[config.mk]
export PLATFORM = sky130hd
export DESIGN_NAME = sipo_i2s_rx
export DESIGN_NICKNAME = d
export VERILOG_FILES = /design/src/rtl/sipo_i2s_rx.sv
export SDC_FILE = /design/constraint.sdc
export NUM_CORES = 1
export LEC_CHECK = 0
export CORE_MARGIN = 2
export CORE_UTILIZATION = 30
export CTS_BUF_LIST = sky130_fd_sc_hd__clkbuf_16
export CTS_CLUSTER_DIAMETER = 60
export DETAILED_ROUTE_END_ITERATION = 12
export PLACE_DENSITY = 0.55
export SETUP_SLACK_MARGIN = 0.5
export SYNTH_ARGS = -nofsm -noshare
export SYNTH_HDL_FRONTEND = slang
export SYNTH_SLANG_ARGS = --single-unit
[constraint.sdc]
create_clock -name clk_i -period 2.7 [get_ports clk_i]
set_input_delay 0.54 -clock clk_i [delete_from_list [all_inputs] [get_ports clk_i]]
set_output_delay 0.54 -clock clk_i [all_outputs]
set_load 0.02 [all_outputs]
[src/rtl/sipo_i2s_rx.sv]
// I2S receiver: synchronises the codec ADC lines and deserialises each stereo frame.
// The completed left/right pair is handed off over valid/ready with sticky overrun.
module sipo_i2s_rx #(
   parameter int DATA_W      = 24,
   parameter int SYNC_STAGES = 2
) (
   input  logic              clk_i,
   input  logic              rst_ni,
   input  logic              en_i,
   input  logic              bclk_i,
   input  logic              lrck_i,
   input  logic              sdata_i,
   output logic [DATA_W-1:0] left_o,
   output logic [DATA_W-1:0] right_o,
   output logic              valid_o,
   input  logic              ready_i,
   output logic              overrun_o,
   output logic              err_o
);

   localparam int CW = $clog2(DATA_W);
   localparam logic [CW-1:0] LAST = CW'(DATA_W - 1);

   typedef enum logic [1:0] {IDLE, SHIFT, WAIT} state_e;

   logic [SYNC_STAGES-1:0] bclk_sync, lrck_sync, sdat_sync;
   logic                   bclk_s, lrck_s, sdata_s;
   logic                   bclk_d, lrck_q;
   logic                   bit_tick, lr_chg;

   state_e                 state_q, state_d;
   logic                   ch_q, ch_d;
   logic [CW-1:0]          cnt_q, cnt_d;
   logic [DATA_W-1:0]      sr_q, sr_d;
   logic [DATA_W-1:0]      lsh_q, lsh_d;
   logic                   lvld_q, lvld_d;
   logic                   err_d;
   logic                   commit;
   logic [DATA_W-1:0]      word;

   assign bclk_s   = bclk_sync[SYNC_STAGES-1];
   assign lrck_s   = lrck_sync[SYNC_STAGES-1];
   assign sdata_s  = sdat_sync[SYNC_STAGES-1];
   assign bit_tick = bclk_s & ~bclk_d;
   assign lr_chg   = lrck_s ^ lrck_q;
   assign word     = {sr_q[DATA_W-2:0], sdata_s};

   // Input synchronisers plus BCLK edge and LRCK change tracking
   always_ff @(posedge clk_i or negedge rst_ni) begin
      if (!rst_ni) begin
         bclk_sync <= '0;
         lrck_sync <= '0;
         sdat_sync <= '0;
         bclk_d    <= 1'b0;
         lrck_q    <= 1'b0;
      end else begin
         bclk_sync <= {bclk_sync[SYNC_STAGES-2:0], bclk_i};
         lrck_sync <= {lrck_sync[SYNC_STAGES-2:0], lrck_i};
         sdat_sync <= {sdat_sync[SYNC_STAGES-2:0], sdata_i};
         bclk_d    <= bclk_s;
         if (bit_tick) lrck_q <= lrck_s;
      end
   end

   // Framing FSM state, shifter, count and left shadow
   always_ff @(posedge clk_i or negedge rst_ni) begin
      if (!rst_ni) begin
         state_q <= IDLE;
         ch_q    <= 1'b0;
         cnt_q   <= '0;
         sr_q    <= '0;
         lsh_q   <= '0;
         lvld_q  <= 1'b0;
         err_o   <= 1'b0;
      end else begin
         state_q <= state_d;
         ch_q    <= ch_d;
         cnt_q   <= cnt_d;
         sr_q    <= sr_d;
         lsh_q   <= lsh_d;
         lvld_q  <= lvld_d;
         err_o   <= err_d;
      end
   end

   // Next-state: the word-done tick may also be the next slot's delay bit
   always_comb begin
      state_d = state_q;
      ch_d    = ch_q;
      cnt_d   = cnt_q;
      sr_d    = sr_q;
      lsh_d   = lsh_q;
      lvld_d  = lvld_q;
      err_d   = 1'b0;
      commit  = 1'b0;
      if (!en_i) begin
         state_d = IDLE;
         ch_d    = 1'b0;
         cnt_d   = '0;
         sr_d    = '0;
         lsh_d   = '0;
         lvld_d  = 1'b0;
      end else if (bit_tick) begin
         unique case (state_q)
            IDLE: begin
               if (lr_chg && !lrck_s) begin
                  state_d = SHIFT;
                  ch_d    = 1'b0;
                  cnt_d   = '0;
               end
            end
            SHIFT: begin
               if (cnt_q == LAST) begin
                  sr_d    = word;
                  cnt_d   = '0;
                  state_d = WAIT;
                  if (!ch_q) begin
                     lsh_d  = word;
                     lvld_d = 1'b1;
                  end else begin
                     commit = lvld_q;
                     lvld_d = 1'b0;
                  end
                  if (lr_chg) begin
                     if (lrck_s != ch_q) begin
                        state_d = SHIFT;
                        ch_d    = lrck_s;
                     end else begin
                        err_d   = 1'b1;
                        state_d = IDLE;
                        lvld_d  = 1'b0;
                     end
                  end
               end else if (lr_chg) begin
                  err_d  = 1'b1;
                  sr_d   = '0;
                  cnt_d  = '0;
                  lvld_d = 1'b0;
                  if (ch_q) begin
                     state_d = lrck_s ? IDLE : SHIFT;
                     ch_d    = 1'b0;
                  end else begin
                     ch_d = 1'b1;
                  end
               end else begin
                  sr_d  = word;
                  cnt_d = cnt_q + CW'(1);
               end
            end
            WAIT: begin
               if (lr_chg) begin
                  if (lrck_s != ch_q) begin
                     state_d = SHIFT;
                     ch_d    = lrck_s;
                     cnt_d   = '0;
                  end else begin
                     err_d   = 1'b1;
                     state_d = IDLE;
                     lvld_d  = 1'b0;
                  end
               end
            end
            default: state_d = IDLE;
         endcase
      end
   end

   // Output pair register with valid/ready hand-off and sticky overrun
   always_ff @(posedge clk_i or negedge rst_ni) begin
      if (!rst_ni) begin
         left_o    <= '0;
         right_o   <= '0;
         valid_o   <= 1'b0;
         overrun_o <= 1'b0;
      end else if (!en_i) begin
         valid_o   <= 1'b0;
         overrun_o <= 1'b0;
      end else if (commit) begin
         left_o  <= lsh_q;
         right_o <= word;
         valid_o <= 1'b1;
         if (valid_o && !ready_i) overrun_o <= 1'b1;
      end else if (valid_o && ready_i) begin
         valid_o <= 1'b0;
      end
   end

endmodule

**Run 1: where the registers sit**

Scale: 3 px per micron. Other sequential cells in the stronger grey, the rest of the logic in the fainter grey.
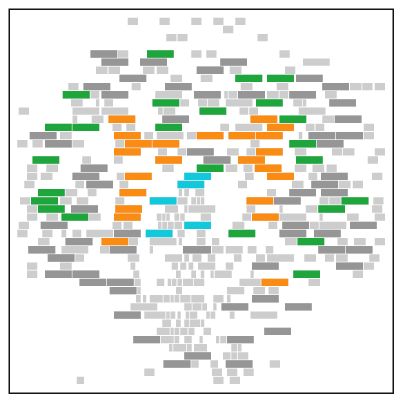
[cyan] cnt_q | flops: 5 | where: centre
[orange] sr_q | flops: 23 | where: centre
[green] right_o | flops: 24
sequential power: 1.74 mW
Seq area share: 49.11%
Util after Layout: 38.99%
Storage cell area: 2879 sq um

**Run 1: M2 wires**

Scale: 3 px per micron.
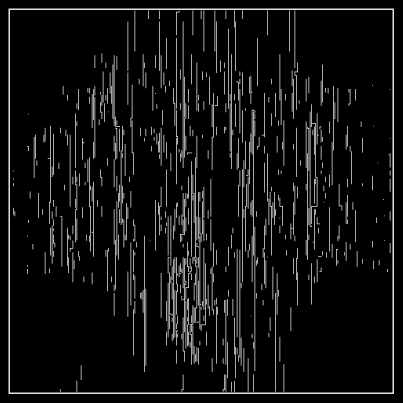
nets with wire on the layer: 353
share of all routed wire: 45%
met2 Usage GRT: 18.12%
drt total wl: 9.289 mm

==> job_summary.md, run 1 <==
### Flow metrics

| Metric | Value |
|---|---|
| Status | completed |
| Initial drt markers | 151 |
| Yosys reg bits | 115 |
| Yosys synthesis chip area | 4578 sq um |
| DR WL met3 | 352 microns |
| Crit Path Class | reg -> reg |
| Most instantiated cells after synthesis | dfrtp_1 (115), a22o_1 (47), mux2_2 (28) |
| Syn_area_per_cell | 14.13 sq um |
| I/O pin total | 58 |
| Layout fillers | 1387 |
| Reg-to-reg startpoint | lrck_sync[1] |
| Max Clk Rate | 480.2 MHz |
| Largest net degree at the start of global routing | approximately 60 |
| Setup Skew | ~6.7 ps |
| Worst EP required | 3040 ps |
| Power, Total | between 3 and 4 mW |
| R2R cell count | 6 |
| Final Hold Viols | 0 |
| Clock slew at reported path FFs | 50 ps |
| Die Ht | about 130 microns |
| Nets | 404 |
| Top cell category | sequential cells |
| R2R Setup Slk | between 600 and 700 ps |
| Routed met2 length | 4.221 mm |
| CTS tree | built |
| Pre-CTS setup slack | 293.9 ps |
| Drt first pass iters | 5 |
| Top Layout Cells | dfrtp_1 (114), clkdlybuf4s50_1 (56), a22o_1 (47), mux2_2 (28), mux2_1 (20) |
| CP max FO | 13 |
| Number of clock buffers in the layout | 17 |
| EDFF count, synth | 0 |
| Inverters | 8 |
| Leakage | 2.752 nW |
| Rows | 45 |
| Port Buffer Count | 57 |
| Registers | approximately 120 |
| Chip Area | approximately 16000 sq um |
| Max Transition Viols Final | 0 |
| Nets at Floorplan | 338 |
| Logic area | 1567 sq um |
| Initial Utilization | 30.45% |
| Max layer used | met4 |
| Vias | 2876 |
| N_diodes | 0 |
| Gpl congestion | 0.8337 |
| Layout cell share with drive strength beyond 1 | 17.21% |
| Stage-log warning count | 29 |
| Dpl hpwl | 5.759 mm |
**Run 1: sizing map**

Scale: 4 px per micron.
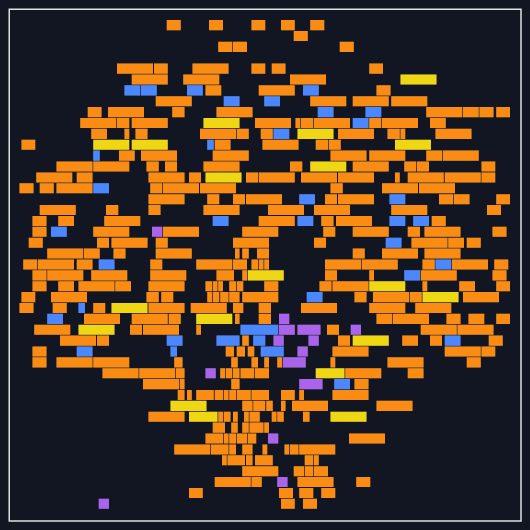
[blue] x2 | cells: 36
[yellow] x6 and larger | cells: 19
[purple] x3 and x4 | cells: 14
[orange] x1 and smaller | cells: 332
Layout area overhead: 28.04%
Signal buffers: 67
setup ws final: 617.3 ps
Final Instance Area: 5862 sq um

-- run 1: how the worst max path moves through the flow --
stage | to | slack [ps] | depth (start not counted)
after global placement | left_o[9] | 330 | 5
after floorplan | cnt_q[2] | 780 | 7
after detailed placement | left_o[6] | 290 | 5
after global routing | cnt_q[2] | 500 | 6
final | cnt_q[2] | 620 | 6
after CTS | cnt_q[2] | 550 | 6
-- run 1: registers in the layout (all words and copies together) (netlist names), 2 cells and up --
register,count
bclk_sync,2
cnt_q,5
left_o,24
lrck_sync,2
lsh_q,24
right_o,24
sdat_sync,2
sr_q,23
state_q,2
-- run 1: cell families after synthesis --
kind of cell	Yosys count	synth area share, %
AND-OR/OR-AND	78	13.47
adder cells (fa/ha/maj)	7	1.913
buffers and inverters	28	3.444
flip-flops	115	62.86
multiplexers	50	12.24
AND/OR/NAND/NOR	46	6.067
-- run 1: report_power, final --
group | total [mW] | leakage [nW] | switching [mW] | internal (mW)
combinational | 0.118 | 0.912 | 0.0851 | 0.0330
sequential | 1.74 | 1.59 | 0.00551 | 1.74
clock | 1.82 | 0.253 | 0.706 | 1.12
total | 3.68 | 2.75 | 0.796 | 2.89
-- run 1: critical path: stages, from the launching register on --
cell,delay (ps)
dfrtp_1,400
inv_1,80
ha_1,450
o21ai_1,220
a41oi_2,240
or4b_1,550
nand2_1,70
-- run 1: metal layers --
metal | GRT usage (%) | up-vias
li1 | - | 1335
met1 | 16.60 | 1469
met2 | 18.12 | 61
met3 | 4.229 | 11
met4 | 5.107 | 0
met5 | 0 | -
-- run 1: timing repair --
| action | CTS | global route |
|---|---|---|
| endpoints found under the setup margin | 1 | 1 |
| gates cloned | 0 | 0 |
| gates resized | 1 | 1 |
| setup buffers | 0 | 0 |
| hold buffers | 0 | 0 |
**Run 1: a small window of the routed layout**

Region (51, 51) to (76, 76) microns. Cells in grey, sequential cells in the stronger grey; small squares are vias.
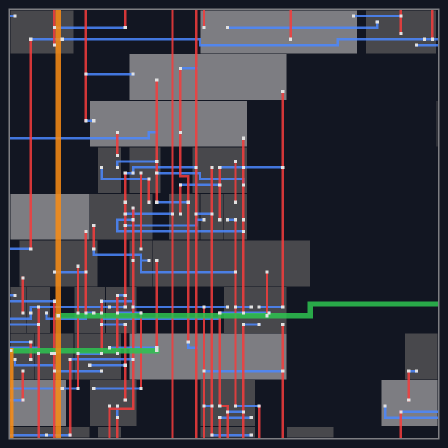

## Run 2: what changed since run 1
==> constraint.sdc (replaced) <==
create_clock -name clk_i -period 2.17 [get_ports clk_i]
set_input_delay 0.434 -clock clk_i [delete_from_list [all_inputs] [get_ports clk_i]]
set_output_delay 0.434 -clock clk_i [all_outputs]
set_load 0.02 [all_outputs]
**Run 2: a small window of the routed layout**

Region (51, 51) to (76, 76) microns. Cells in grey, sequential cells in the stronger grey; small squares are vias.
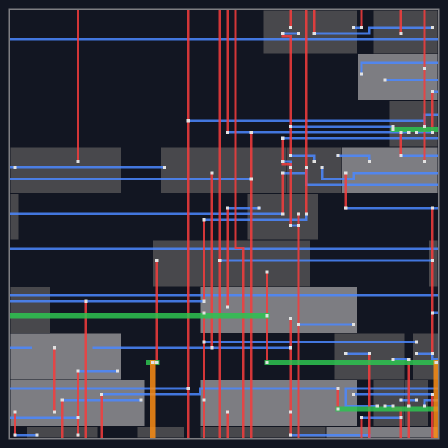
[green] M3
[blue] M1
[red] M2
[orange] M4
netlist names of flops here include: lsh_q (2)
sequential cells in the window: 6
cells with their middle in the window: 17
most frequent: dfrtp_1 (6), a22o_1 (2), buf_12 (2)

==> job_summary.md, run 2 <==
### Flow metrics

| Metric | Value |
|---|---|
| Status | completed |
| Setup ws final | 333.8 ps (-283.6 ps) |
| Crit path max-delay family | simple AND/OR/NAND/NOR gates |
| Die Ht | 127.5 microns (unchanged) |
| Vias | 3169 (+10%) |
| Stage-log warning count | 32 (+10%) |
| Worst EP required | 2450 ps (-590 ps) |
| Crit Path Class | reg -> reg |
| Rows | 45 (unchanged) |
| Layout fillers | 1342 (-3.2%) |
| Pre-CTS setup slack | -98.60 ps (-392.5 ps) |
| Storage cell area | 2882 sq um (about the same) |
| CP max FO | 6 (-7) |
| Largest regs | left_o x24, lsh_q x24, right_o x24 |
| CP Cell Sequence | ha_4 -> and4b_2 -> nand2_4 -> nor3_4 -> buf_6 -> buf_6 -> clkbuf_16 -> mux2_4 |
| Clock slew at reported path FFs | 50 ps (about the same) |
| Dpl hpwl | 5.948 mm (+3.3%) |
| Reg-to-reg startpoint | cnt_q[1] |
| Most used cell, CP | buf_6 |
| Leakage | 3.356 nW (+22%) |
| Final Hold Viols | 0 (unchanged) |
| Port Buffer Count | 57 (unchanged) |
| Initial drt markers | 199 (+32%) |
| Util after Layout | 44.97% (+6.0 points) |
| Largest net degree at the start of global routing | 51 (-14%) |
| Drt first pass iters | 6 (+1) |
| EDFF count, synth | 0 (unchanged) |
| N_diodes | 0 (unchanged) |
| Setup Skew | 10.23 ps (+3.556 ps) |
| Gpl congestion | 0.7983 (-4.2%) |
**Run 2: sizing map**

Scale: 4 px per micron.
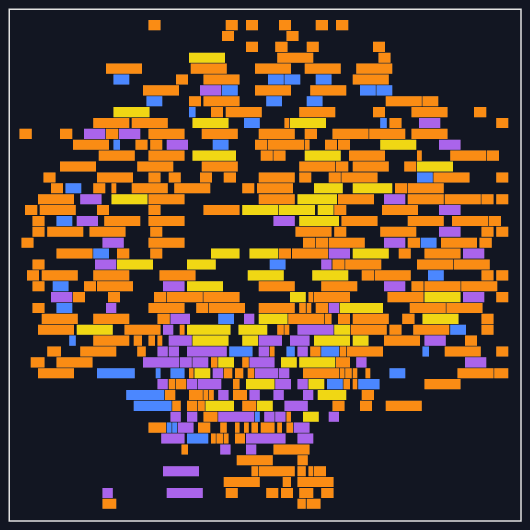
Layout area overhead: 47.66%
Final Instance Area: 6760 sq um
Signal buffers: 110

run 2: cell count changes in the layout (fill, tap and decap cells not counted), sizes merged, moves of 3 or more:
cell | before | now
clkdlybuf4s50 | 56 | 5
dlygate4sd2 | 0 | 51
buf | 11 | 49
clkbuf | 17 | 21
bufinv | 0 | 3
run 2: logic make-up after synthesis:
logic type	count (synthesis)	synth area share, %
flops	115	62.86
compound gates	78	13.47
mux	50	12.24
simple gates	46	6.067
buf+inv	28	3.444
fa+ha+maj	7	1.913
run 2: metal layers:
layer	up-vias	track usage [%]	share of wire (%)
li1	1436	-	-
met1	1646	19.49	48
met2	77	20.38	47
met3	10	4.062	3.9
met4	0	5.430	1.1
met5	-	0	0
run 2: final timing paths:
check / to / slack [ps] / depth (start not counted)
setup / recovery: right_o[2] / 330 / 8
hold / removal: sdat_sync[1] / 350 / 0
setup reg to reg: right_o[2] / 330 / 8
hold reg to reg: sdat_sync[1] / 350 / 0
max in group asynchronous: sr_q[22] / 1130 / 3
min in group asynchronous: err_o / 470 / 2
run 2: timing repair:
| item | in CTS | in global routing |
|---|---|---|
| hold endpoints to repair | 19 | 0 |
| pin swaps | 14 | 10 |
| resized | 96 | 28 |
| gates cloned | 3 | 4 |
| endpoints found under the setup margin | 155 | 104 |
| setup buffers | 20 | 11 |
| hold buffers | 1 | 0 |
run 2: cell type report:
cell class | count | share of cell area (%)
inverters | 8 | 0.4442
multi-input cells | 181 | 27.36
repair buffers | 110 | 17.58
clock buffers | 17 | 6.293
clock inverters | 15 | 2.221
flip-flops and latches | 115 | 42.62
well taps | 188 | 3.480
run 2: power by group:
part / leakage, nW / switching, mW / internal [mW]
clock network: 0.295 / 0.942 / 1.77
logic: 1.48 / 0.137 / 0.104
registers: 1.59 / 0.00900 / 2.16
total: 3.36 / 1.09 / 4.03
Power figures rest on the tool's default switching activity, not on a simulated workload.
